$ cat src/rtl/riscv_cpu_pkg.sv
// Shared CPU constants and types: widths, funct3 encodings, writeback sources,
// memory-op codes, MEM stage FSM states and access-size helpers.
package riscv_cpu_pkg;

   localparam int DATA_WIDTH = 32;
   localparam int ADDR_WIDTH = 5;

   localparam logic [2:0] LB  = 3'b000;
   localparam logic [2:0] LH  = 3'b001;
   localparam logic [2:0] LW  = 3'b010;
   localparam logic [2:0] LBU = 3'b100;
   localparam logic [2:0] LHU = 3'b101;

   localparam logic [2:0] SB  = 3'b000;
   localparam logic [2:0] SH  = 3'b001;
   localparam logic [2:0] SW  = 3'b010;

   localparam logic [1:0] WDATA_ALU = 2'd0;
   localparam logic [1:0] WDATA_MEM = 2'd1;
   localparam logic [1:0] WDATA_PC  = 2'd2;

   localparam logic [1:0] MEM_OP_NONE  = 2'b00;
   localparam logic [1:0] MEM_OP_LOAD  = 2'b01;
   localparam logic [1:0] MEM_OP_STORE = 2'b10;

   typedef enum logic [1:0] {
      MS_IDLE,
      MS_REQ,
      MS_WAIT_RVALID
   } mem_state_t;

   typedef enum logic [1:0] {
      SZ_BYTE,
      SZ_HALF,
      SZ_WORD
   } acc_size_t;

   // Unknown funct3 codes fall back to a full-word access.
   function automatic acc_size_t acc_size(input logic is_store, input logic [2:0] f3);
      acc_size_t sz;
      sz = SZ_WORD;
      if (is_store) begin
         if (f3 == SB)      sz = SZ_BYTE;
         else if (f3 == SH) sz = SZ_HALF;
      end else begin
         case (f3)
            LB, LBU: sz = SZ_BYTE;
            LH, LHU: sz = SZ_HALF;
            default: sz = SZ_WORD;
         endcase
      end
      return sz;
   endfunction

   function automatic logic [3:0] store_be(input acc_size_t sz, input logic [1:0] off);
      logic [3:0] be;
      case (sz)
         SZ_BYTE: be = 4'b0001 << off;
         SZ_HALF: be = off[1] ? 4'b1100 : 4'b0011;
         default: be = 4'b1111;
      endcase
      return be;
   endfunction

endpackage

$ cat src/rtl/mem_load_align.sv
// Load formatter: picks the byte/half at the access offset and sign/zero extends.
// Latency: combinational. Backpressure: none.
// Half accesses use addr[1] only; word accesses always use lane 0.
module mem_load_align
   import riscv_cpu_pkg::*;
#(
   parameter int DATA_W = DATA_WIDTH
) (
   input  logic [DATA_W-1:0] rdata,
   input  logic [1:0]        off,
   input  logic [2:0]        funct3,
   output logic [DATA_W-1:0] wdata
);

   logic [7:0]  sel_b;
   logic [15:0] sel_h;

   always_comb begin
      sel_b = rdata[{off, 3'b000} +: 8];
      sel_h = rdata[{off[1], 4'b0000} +: 16];
      case (funct3)
         LB:      wdata = {{(DATA_W-8){sel_b[7]}}, sel_b};
         LBU:     wdata = {{(DATA_W-8){1'b0}}, sel_b};
         LH:      wdata = {{(DATA_W-16){sel_h[15]}}, sel_h};
         LHU:     wdata = {{(DATA_W-16){1'b0}}, sel_h};
         default: wdata = rdata;
      endcase
   end

endmodule

$ cat src/rtl/mem_stage.sv
// MEM pipeline stage: ALU ops pass to WB in 1 cycle; loads/stores run a req/gnt/rvalid handshake.
// Latency: 1 cycle for non-memory ops, grant+1 for stores, rvalid+1 for loads.
// Backpressure: stall_o (registered) is high whenever the FSM is out of IDLE. MEM_STAGE_MISALIGN_CHECK_EN enables misalignment trapping.
module mem_stage
   import riscv_cpu_pkg::*;
#(
   parameter int DATA_W = DATA_WIDTH
) (
   input  logic                  clk_i,
   input  logic                  rst_i,
   input  logic                  ex_valid_i,
   input  logic [DATA_W-1:0]     ex_alu_result_i,
   input  logic [1:0]            ex_mem_op_i,
   input  logic [2:0]            ex_funct3_i,
   input  logic [DATA_W-1:0]     ex_mem_wdata_i,
   input  logic                  ex_reg_we_i,
   input  logic [ADDR_WIDTH-1:0] ex_dest_reg_i,
   output logic                  stall_o,
   output logic                  data_req_o,
   input  logic                  data_gnt_i,
   output logic [DATA_W-1:0]     data_addr_o,
   output logic                  data_we_o,
   output logic [3:0]            data_be_o,
   output logic [DATA_W-1:0]     data_wdata_o,
   input  logic                  data_rvalid_i,
   input  logic [DATA_W-1:0]     data_rdata_i,
   output logic                  wb_valid_o,
   output logic                  wb_reg_we_o,
   output logic [ADDR_WIDTH-1:0] wb_dest_reg_o,
   output logic [DATA_W-1:0]     wb_wdata_o,
   output logic                  misaligned_o
);

   mem_state_t            state;
   logic [2:0]            funct3_q;
   logic [1:0]            off_q;
   logic                  reg_we_q;
   logic [ADDR_WIDTH-1:0] dest_q;

   logic                  accept;
   logic                  is_load;
   logic                  is_store;
   logic [1:0]            off;
   acc_size_t             sz;
   logic                  mis_acc;
   logic [3:0]            st_be;
   logic [DATA_W-1:0]     st_wdata;
   logic [DATA_W-1:0]     load_wdata;
   logic [1:0]            wb_sel;
   logic [DATA_W-1:0]     wb_data_d;

   assign accept   = ex_valid_i & ~stall_o;
   assign is_load  = (ex_mem_op_i == MEM_OP_LOAD);
   assign is_store = (ex_mem_op_i == MEM_OP_STORE);
   assign off      = ex_alu_result_i[1:0];
   assign sz       = acc_size(is_store, ex_funct3_i);
   assign st_be    = store_be(sz, off);

`ifdef MEM_STAGE_MISALIGN_CHECK_EN
   assign mis_acc = (is_load | is_store) &
                    (((sz == SZ_HALF) & off[0]) | ((sz == SZ_WORD) & (off != 2'b00)));
`else
   assign mis_acc = 1'b0;
`endif

   always_comb begin
      case (sz)
         SZ_BYTE: st_wdata = {(DATA_W/8){ex_mem_wdata_i[7:0]}};
         SZ_HALF: st_wdata = {(DATA_W/16){ex_mem_wdata_i[15:0]}};
         default: st_wdata = ex_mem_wdata_i;
      endcase
   end

   always_comb begin
      wb_sel    = (state == MS_WAIT_RVALID) ? WDATA_MEM : WDATA_ALU;
      wb_data_d = (wb_sel == WDATA_MEM) ? load_wdata : ex_alu_result_i;
   end

   mem_load_align #(
      .DATA_W (DATA_W)
   ) u_load_align (
      .rdata  (data_rdata_i),
      .off    (off_q),
      .funct3 (funct3_q),
      .wdata  (load_wdata)
   );

   always_ff @(posedge clk_i or posedge rst_i) begin
      if (rst_i) begin
         state         <= MS_IDLE;
         stall_o       <= 1'b0;
         data_req_o    <= 1'b0;
         data_addr_o   <= '0;
         data_we_o     <= 1'b0;
         data_be_o     <= '0;
         data_wdata_o  <= '0;
         wb_valid_o    <= 1'b0;
         wb_reg_we_o   <= 1'b0;
         wb_dest_reg_o <= '0;
         wb_wdata_o    <= '0;
         funct3_q      <= '0;
         off_q         <= '0;
         reg_we_q      <= 1'b0;
         dest_q        <= '0;
      end else begin
         wb_valid_o  <= 1'b0;
         wb_reg_we_o <= 1'b0;
         case (state)
            MS_IDLE: begin
               if (accept) begin
                  if (!(is_load || is_store)) begin
                     wb_valid_o    <= 1'b1;
                     wb_reg_we_o   <= ex_reg_we_i;
                     wb_dest_reg_o <= ex_dest_reg_i;
                     wb_wdata_o    <= wb_data_d;
                  end else if (mis_acc) begin
                     wb_valid_o    <= 1'b1;
                     wb_dest_reg_o <= ex_dest_reg_i;
                  end else begin
                     state        <= MS_REQ;
                     stall_o      <= 1'b1;
                     data_req_o   <= 1'b1;
                     data_addr_o  <= {ex_alu_result_i[DATA_W-1:2], 2'b00};
                     data_we_o    <= is_store;
                     data_be_o    <= st_be;
                     data_wdata_o <= st_wdata;
                     funct3_q     <= ex_funct3_i;
                     off_q        <= off;
                     reg_we_q     <= ex_reg_we_i;
                     dest_q       <= ex_dest_reg_i;
                  end
               end
            end
            MS_REQ: begin
               if (data_gnt_i) begin
                  data_req_o <= 1'b0;
                  if (data_we_o) begin
                     state         <= MS_IDLE;
                     stall_o       <= 1'b0;
                     wb_valid_o    <= 1'b1;
                     wb_dest_reg_o <= dest_q;
                  end else begin
                     state <= MS_WAIT_RVALID;
                  end
               end
            end
            MS_WAIT_RVALID: begin
               if (data_rvalid_i) begin
                  state         <= MS_IDLE;
                  stall_o       <= 1'b0;
                  wb_valid_o    <= 1'b1;
                  wb_reg_we_o   <= reg_we_q;
                  wb_dest_reg_o <= dest_q;
                  wb_wdata_o    <= wb_data_d;
               end
            end
            default: begin
               state      <= MS_IDLE;
               stall_o    <= 1'b0;
               data_req_o <= 1'b0;
            end
         endcase
      end
   end

`ifdef MEM_STAGE_MISALIGN_CHECK_EN
   logic misaligned_q;

   always_ff @(posedge clk_i or posedge rst_i) begin
      if (rst_i) misaligned_q <= 1'b0;
      else       misaligned_q <= accept & mis_acc;
   end

   assign misaligned_o = misaligned_q;
`else
   assign misaligned_o = 1'b0;
`endif

endmodule
$ cat config.mk
export PLATFORM = sky130hd
export DESIGN_NAME = mem_stage
export DESIGN_NICKNAME = d
export VERILOG_FILES = /design/src/rtl/riscv_cpu_pkg.sv /design/src/rtl/mem_load_align.sv /design/src/rtl/mem_stage.sv
export SDC_FILE = /design/constraint.sdc
export NUM_CORES = 1
export LEC_CHECK = 0
export ABC_AREA = 1
export CORE_ASPECT_RATIO = 0.75
export CORE_MARGIN = 5
export CORE_UTILIZATION = 40
export DETAILED_ROUTE_END_ITERATION = 8
export PLACE_DENSITY_LB_ADDON = 0.08
export SKIP_LAST_GASP = 1
export SYNTH_ARGS = -nofsm -noshare
export SYNTH_HDL_FRONTEND = slang
export SYNTH_HIERARCHICAL = 1
export SYNTH_SLANG_ARGS = --single-unit
$ cat constraint.sdc
create_clock -name clk_i -period 5.2 [get_ports clk_i]
set_input_delay 0.52 -clock clk_i [delete_from_list [all_inputs] [get_ports clk_i]]
set_output_delay 0.52 -clock clk_i [all_outputs]
set_load 0.03 [all_outputs]
**Run 1: the metal 2 layer**

The bar under the picture is 50 µm long.
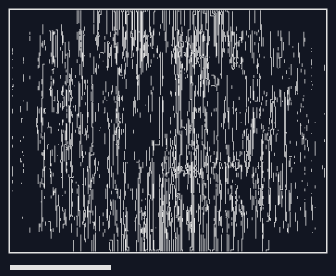
main direction: vertical
share of all routed wire: 40%
longest straight run: 44.0 µm

**Run 1: placement view**

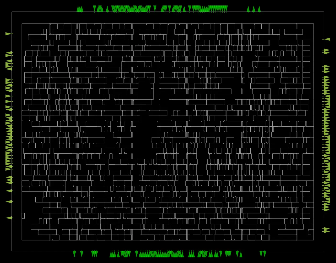
Layout Cells excl Fill: 1,288
tap cells: 210

**Run 1: clock wires, drivers and flops**

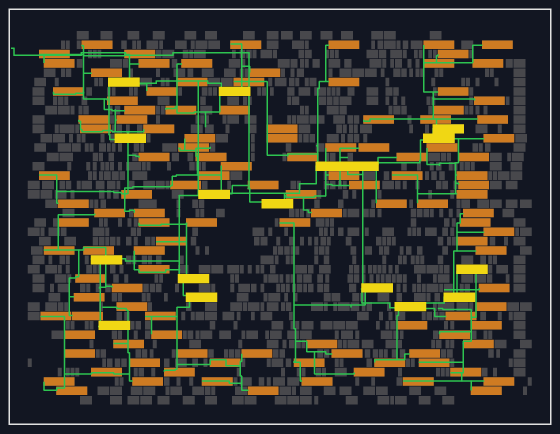
[green] clock wires | length: 1,800 µm
[orange] flip-flops | count: 121
[yellow] cells driving clock nets | count: 17
routed clock nets: 18
flops lie: all over the die

==> job_summary.md, run 1 <==
## Synthesis and layout report

| Metric | Value |
|---|---|
| Min-delay worst type | `in -> async` |
| Hpwl dp | `14.9 mm` |
| Non-CTS buffers | `226` |
| WS Path Type | `reg -> reg` |
| Dominant delay contributor by cell family on the critical path | `buffers and inverters` |
| CP required | `5550 ps` |
| Reg-to-Reg End | `wb_wdata_o[24]` |
| WL met3 | `1.67 mm` |
| Count leader, synth | `nand2_1` |
| Comb power | `3190 µW` |
| Worst-margin pin slew | `1080 ps` |
| Status | `finished, final reports clean` |
| Synth Area in Adders | `0.965%` |
| CP max stage cell | `nand2_1` |
| Bufs on Longest Clock Path | `2` |
| Top power group | `combinational cells` |
| Worst R2R Start | `state[0]` |
| Critical Path Stages | `10` |
| Synthesized area | `0.00648 mm²` |
| Pwr dens | `645 mW/mm²` |
| Start point of the critical path | `state[0]` |
| Synth Area per Inst | `7.46 µm²` |
| Die ar. | `0.0189 mm²` |
| Sw power | `2730 µW` |
| Post-synthesis simple-gate area fraction | `33.8%` |
| Global-route met1 utilization | `34.0%` |
| Fin nets | `1,182` |
| Synth area leader | `dfrtp_1` |
| Seq share, synth | `46.7%` |
| Clk cell area share | `5.69%` |
| CP startpoint kind | `register` |
| Slowest Stage Delay on Critical Path | `510 ps` |
| Met2 capacity usage during global routing | `29.4%` |
| M1 WL | `10.3 mm` |
| Tool warning count | `29` |
| Clk sinks | `121` |
| Fp_density | `40.6%` |
| Total Routing Usage GR | `21.9%` |
| Number of sequential cells | `121` |
| Die X | `157 µm` |
| Final core utilization | `57.7%` |
| Synth-to-layout area growth | `42.2%` |
| Distinct cells, synth | `30` |
| Top cell category | `flip-flops and latches` |
| Syn Inst Count | `869` |
| Routed WL | `20.6 mm` |
| Clock power share | `17.8%` |
| Lkg Pwr | `0.00457 µW` |
| Period minus WS final | `2840 ps` |
| XOR Share, Synth | `0%` |
| DR DRC count | `0` |
| Pint | `3220 µW` |
| Seq pwr share | `28.5%` |
| Fmax | `352 MHz` |
| Top cells by count | `nand2_1, dfrtp_1, nand3_1, inv_1, o21ai_1` |
| Combinational share of cell area | `31.1%` |
| Final setup fails | `0` |
| Async S/R FF share, synth | `100%` |
| Synth warn | `6` |
| Fin. Hold Viols | `0` |
| Count of cells resized by post-cts repair | `0` |
| Mi-comb count | `622` |
| Post-CTS setup buffer count | `0` |
| GPL Wtd Cong | `0.900` |
| RSZ-0062 raised after global routing | `no` |
| Worst Setup EP | `wb_wdata_o[24]` |
| Cts hold-fix bufs | `0` |
| Antenna-violating nets left | `0` |
| H-tree Lvls | `4` |
| Met2 WL | `8.34 mm` |
| Logic area | `0.00287 mm²` |
| WP buf/inv | `4` |
| WL/cell | `16.0 µm` |
| Non-clk buf share | `24.3%` |
| Setup Skew | `12.3 ps` |
| Drt first pass iters | `4` |
| Port bufs | `219` |
## run 1: through the flow
stage | total power (µW) | hold slack, ps | cells | setup WS, ps | area, µm²
CTS | 5990 | 473 | 1288 | 2310 | 9220
detailed placement | 4910 | 460 | 1256 | 2110 | 8690
global placement | 4880 | 457 | 1256 | 2170 | 8690
global route | 6360 | 501 | 1288 | 2050 | 9220
finish | 5950 | 469 | 1288 | 2360 | 9220
floorplan | 3710 | 459 | 871 | 1470 | 6490
## run 1: cells by family (layout without fill, tap and decap cells)
group,count (synthesis),count (layout)
AND/OR/NAND/NOR,496,496
buffers and inverters,128,335
flip-flops,121,121
AND-OR/OR-AND,118,118
adder cells (fa/ha/maj),5,5
other,1,3
==> run 1 -> run 2 <==
==> constraint.sdc (replaced) <==
create_clock -name clk_i -period 3 [get_ports clk_i]
set_input_delay 0.3 -clock clk_i [delete_from_list [all_inputs] [get_ports clk_i]]
set_output_delay 0.3 -clock clk_i [all_outputs]
set_load 0.03 [all_outputs]
==> run 2 against run 1 <==
Register-to-register slack worse by 1600 ps. Sequential power grew 71%. Clock power rose by 87%. Non-clock buffer count grew 3. Clock skew decreased by 3.0 ps. Combinational power increased by 76%. Hold slack got worse by 100 ps. Utilization is 0.57 points higher. Cell count grew 0.23%. Fmax grew 25%. Cell area up 0.99%.
==> job_summary.md, run 2 <==
## Synthesis and layout report

| Metric | Value |
|---|---|
| CP required | `3300 ps (-2250 ps)` |
| Fmax | `441 MHz (+25%)` |
| RSZ-0062 raised after global routing | `no` |
| Clk latency late pin | `410 ps` |
| Worst-margin pin slew | `744 ps (-336 ps)` |
| Lkg Pwr | `0.00462 µW (+0.99%)` |
| Status | `finished, final reports clean` |
| Post-route cell area | `0.00931 mm² (+0.99%)` |
| Antenna-violating nets left | `0 (unchanged)` |
| Count of cells resized by post-cts repair | `0 (unchanged)` |
| Layout Cells excl Fill | `1,291 (+0.23%)` |
| Setup Skew | `9.27 ps (-2.98 ps)` |
| Hpwl dp | `14.6 mm (-1.7%)` |
| Seq pwr share | `27.7% (-0.8 points)` |
| Port bufs | `219 (unchanged)` |
| DR DRC count | `0 (unchanged)` |
| Sw power | `4700 µW (+72%)` |
| Setup TNS | `0 ps` |
| Worst Setup EP | `wb_wdata_o[24]` |
| Placed Cells | `1,259 (+0.24%)` |
| Top cells by count | `nand2_1, dfrtp_1, nand3_1, inv_1, o21ai_1` |
| Worst R2R Start | `off_q[1]` |
| Die ar. | `0.0189 mm² (unchanged)` |
| WL/cell | `16.1 µm (+0.35%)` |
| Number of sequential cells | `121 (unchanged)` |
| Drt first pass iters | `5 (+1)` |
| Final setup fails | `0 (unchanged)` |
| Pint | `5790 µW (+80%)` |
| Non-clk buf share | `24.6% (+0.27 points)` |
| Clk cell area share | `6.06% (+0.37 points)` |
| Synth area leader | `dfrtp_1` |
| Combinational share of cell area | `30.8% (-0.31 points)` |
| Start point of the critical path | `off_q[1]` |
| Bufs on Longest Clock Path | `2 (unchanged)` |
| Logic area | `0.00287 mm² (unchanged)` |
| Seq share, synth | `46.7% (unchanged)` |
| GPL Wtd Cong | `0.921 (+2.3%)` |
| Mi-comb count | `622 (unchanged)` |
| Tool warning count | `31 (+6.9%)` |
| Min-delay worst type | `in -> async` |
| Comb power | `5600 µW (+76%)` |
| Met2 WL | `8.61 mm (+3.2%)` |
| Setup WS post-layout | `733 ps (-1620 ps)` |
| Cts hold-fix bufs | `0 (unchanged)` |
| Distinct cells, synth | `30 (unchanged)` |
| Period minus WS final | `2270 ps (-577 ps)` |
| Clk sinks | `121 (unchanged)` |
| Fin. Hold Viols | `0 (unchanged)` |
| Count leader, synth | `nand2_1` |
| Most Crowded Layer GR | `met1` |
| Fin nets | `1,185 (+0.25%)` |
| Synthesized area | `0.00648 mm² (unchanged)` |
| CP startpoint kind | `register` |
| Tap cells | `210 (unchanged)` |
| Fp_density | `40.6% (unchanged)` |
| H-tree Lvls | `4 (unchanged)` |
| Reg-to-Reg End | `wb_wdata_o[24]` |
| Non-CTS buffers | `229 (+1.3%)` |
| Placement-stage cell area | `0.00874 mm² (+0.56%)` |
| Global-route met1 utilization | `33.1% (-0.87 points)` |
| Pwr dens | `1130 mW/mm² (+75%)` |
| M1 WL | `10.1 mm (-2.1%)` |
| Clock power share | `18.9% (+1.1 points)` |
| Syn Inst Count | `869 (unchanged)` |
| Switching Share | `44.8%` |
| Synth Area per Inst | `7.46 µm² (unchanged)` |
| Top cell category | `flip-flops and latches` |
| Worst slack, placed | `692 ps (-1420 ps)` |
-- run 2: cell types whose count changed in the layout (fill, tap and decap cells not counted), moves of 2 or more --
cell	before	now
bufinv_16	0	2
clkinvlp_4	4	2
buf_12	0	2
clkinv_2	6	4
clkbuf_1	2	4
-- run 2: logic make-up (layout without fill, tap and decap cells) --
logic type                 count (synthesis)  in the layout  share of synthesized area [%]
and+or+nand+nor                          496            496                           33.8
buffers and inverters                    128            337                           9.19
DFF                                      121            121                           46.7
other                                      1              4                         0.0579
AOI/OAI and AO/OA                        118            118                           9.31
adders and majority gates                  5              5                          0.965
-- run 2: worst max-delay path, cell delays in order (launching register included) --
cell,delay [ps]
dfrtp_1,550
inv_2,290
nand2_1,110
nand3_1,80
nand2_1,80
nand2_2,500
nand3_2,120
nand2_1,90
o21ai_0,110
nand3_1,130
nand2_1,80
**Run 2: placement view**

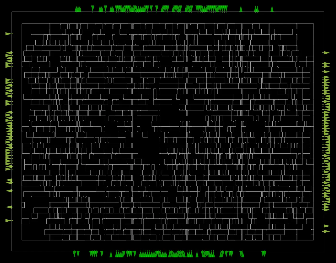
Fillers: 1,525
Seq area share: 32.5%
final core utilization: 58.3%
core area: 0.0160 mm²

==> run 2 -> run 3 <==
==> constraint.sdc (replaced) <==
create_clock -name clk_i -period 2.35 [get_ports clk_i]
set_input_delay 0.235 -clock clk_i [delete_from_list [all_inputs] [get_ports clk_i]]
set_output_delay 0.235 -clock clk_i [all_outputs]
set_load 0.03 [all_outputs]
==> run 3 against run 2 <==
Routed wire length decreased by 1.6%. Cell count up 0.54%. Clock skew down 1.6 ps. Via count fell by 0.22%. Global-route usage fell by 0.084 points. Sequential share of layout area fell by 0.32 points.
==> job_summary.md, run 3 <==
## Synthesis and layout report

| Metric | Value |
|---|---|
| Mux frac, synth | `0% (unchanged)` |
| Min-delay worst type | `in -> async` |
| Pwr dens | `1430 mW/mm² (+27%)` |
| Count of cells resized by post-cts repair | `0 (unchanged)` |
| Comb power | `7270 µW (+30%)` |
| Synth area leader | `dfrtp_1` |
| Critical Path Stages | `8 (-2)` |
| Setup Skew | `7.69 ps (-1.58 ps)` |
| Clk sinks | `121 (unchanged)` |
| Final setup fails | `0 (unchanged)` |
| Fin nets | `1,192 (+0.59%)` |
| CP max stage cell | `dfrtp_1` |
| Period minus WS final | `1910 ps (-361 ps)` |
| Setup TNS | `0 ps (unchanged)` |
| Worst slack, placed | `337 ps (-355 ps)` |
| Pint | `7410 µW (+28%)` |
| Tool warning count | `31 (unchanged)` |
| Dominant delay contributor by cell family on the critical path | `simple AND/OR/NAND/NOR gates` |
| Final core utilization | `58.9% (+0.57 points)` |
| Fmax | `525 MHz (+19%)` |
| Lkg Pwr | `0.00466 µW (+0.95%)` |
| Setup WS post-layout | `444 ps (-289 ps)` |
| WL/cell | `15.7 µm (-2.2%)` |
| Die ar. | `0.0189 mm² (unchanged)` |
| H-tree Lvls | `4 (unchanged)` |
| Antenna-violating nets left | `0 (unchanged)` |
| Distinct cells, synth | `30 (unchanged)` |
| Clk latency late pin | `410 ps (about the same)` |
| Post-synthesis simple-gate area fraction | `33.8% (unchanged)` |
| Placed Cells | `1,266 (+0.56%)` |
| Clock power share | `18.5% (-0.4 points)` |
| Seq pwr share | `27.4% (-0.3 points)` |
| Hpwl dp | `14.7 mm (+0.53%)` |
| Synth Area per Inst | `7.46 µm² (unchanged)` |
| Status | `finished, final reports clean` |
| Top cells by count | `nand2_1, dfrtp_1, nand3_1, inv_1, o21ai_1` |
| Top logic family | `simple AND/OR/NAND/NOR gates` |
| WP buf/inv | `2 (+1)` |
| Switching Share | `44.8% (about the same)` |
| CP required | `2650 ps (-650 ps)` |
| Worst R2R Start | `state[0]` |
| RSZ-0062 raised after global routing | `no` |
| Aoi share | `9.31% (unchanged)` |
| Slowest Stage Delay on Critical Path | `400 ps (-150 ps)` |
| Placement-stage cell area | `0.00883 mm² (+1.0%)` |
| Count leader, synth | `nand2_1` |
| Worst-margin pin slew | `692 ps (-52.1 ps)` |
| XOR Share, Synth | `0% (unchanged)` |
| Worst Setup EP | `wb_dest_reg_o[3]` |
| Synthesized area | `0.00648 mm² (unchanged)` |
| Layout Cells excl Fill | `1,298 (+0.54%)` |
| Crit-path most repeated cell | `nand2_1` |
| Cts hold-fix bufs | `0 (unchanged)` |
| GPL Wtd Cong | `0.881 (-4.3%)` |
| Total Routing Usage GR | `22.1%` |
| Sw power | `6020 µW (+28%)` |
| Core area | `0.0160 mm² (unchanged)` |
| Port bufs | `219 (unchanged)` |
| Drt first pass iters | `5 (unchanged)` |
| Post-route cell area | `0.00940 mm² (+0.98%)` |
| Seq share, synth | `46.7% (unchanged)` |
| DR DRC count | `0 (unchanged)` |
| Fp_density | `40.6% (unchanged)` |
| CP Cell Sequence | `inv_1 > ha_1 > nand2_1 > and2_1 > buf_4 > nand2_1 > nand2_1 > nand2_1` |
run 3: final cells by class:
type	count	area (µm²)
Fill cell	1501	6560
Sequential cell	121	3030
Multi-Input combinational cell	622	2870
Timing Repair Buffer	236	2380
Clock buffer	21	470
Inverter	77	293
Tap cell	210	263
Clock inverter	11	97.6
run 3: metal layers:
layer,track usage [%],wire length (µm),part of all wire [%],up-vias
met5,0,12,0.059,-
met4,4.39,170,0.83,2
met3,6.44,1590,7.8,18
met2,30.4,8570,42,200
met1,34.4,10100,49,2892
li1,-,-,-,3179
run 3: kinds of logic (layout without fill, tap and decap cells):
logic type,after synthesis,count (layout)
flops,121,121
simple gates,496,496
compound gates,118,118
buf+inv,128,345
other cells,1,3
fa+ha+maj,5,5
**Run 3: clock wires, drivers and flops**

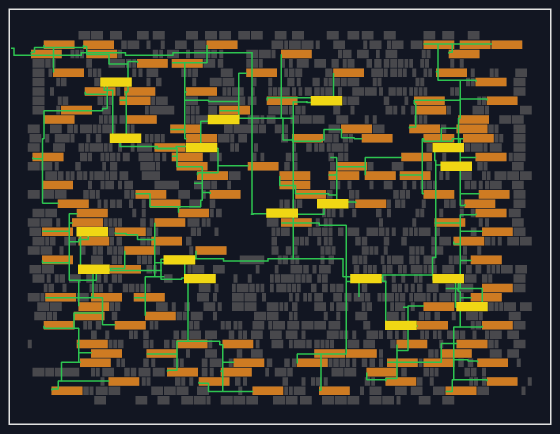
[orange] flip-flops | count: 121
[green] clock wires | length: 1,750 µm
[yellow] cells driving clock nets | count: 17
routed clock nets: 18

Power figures rest on the tool's default switching activity, not on a simulated workload.
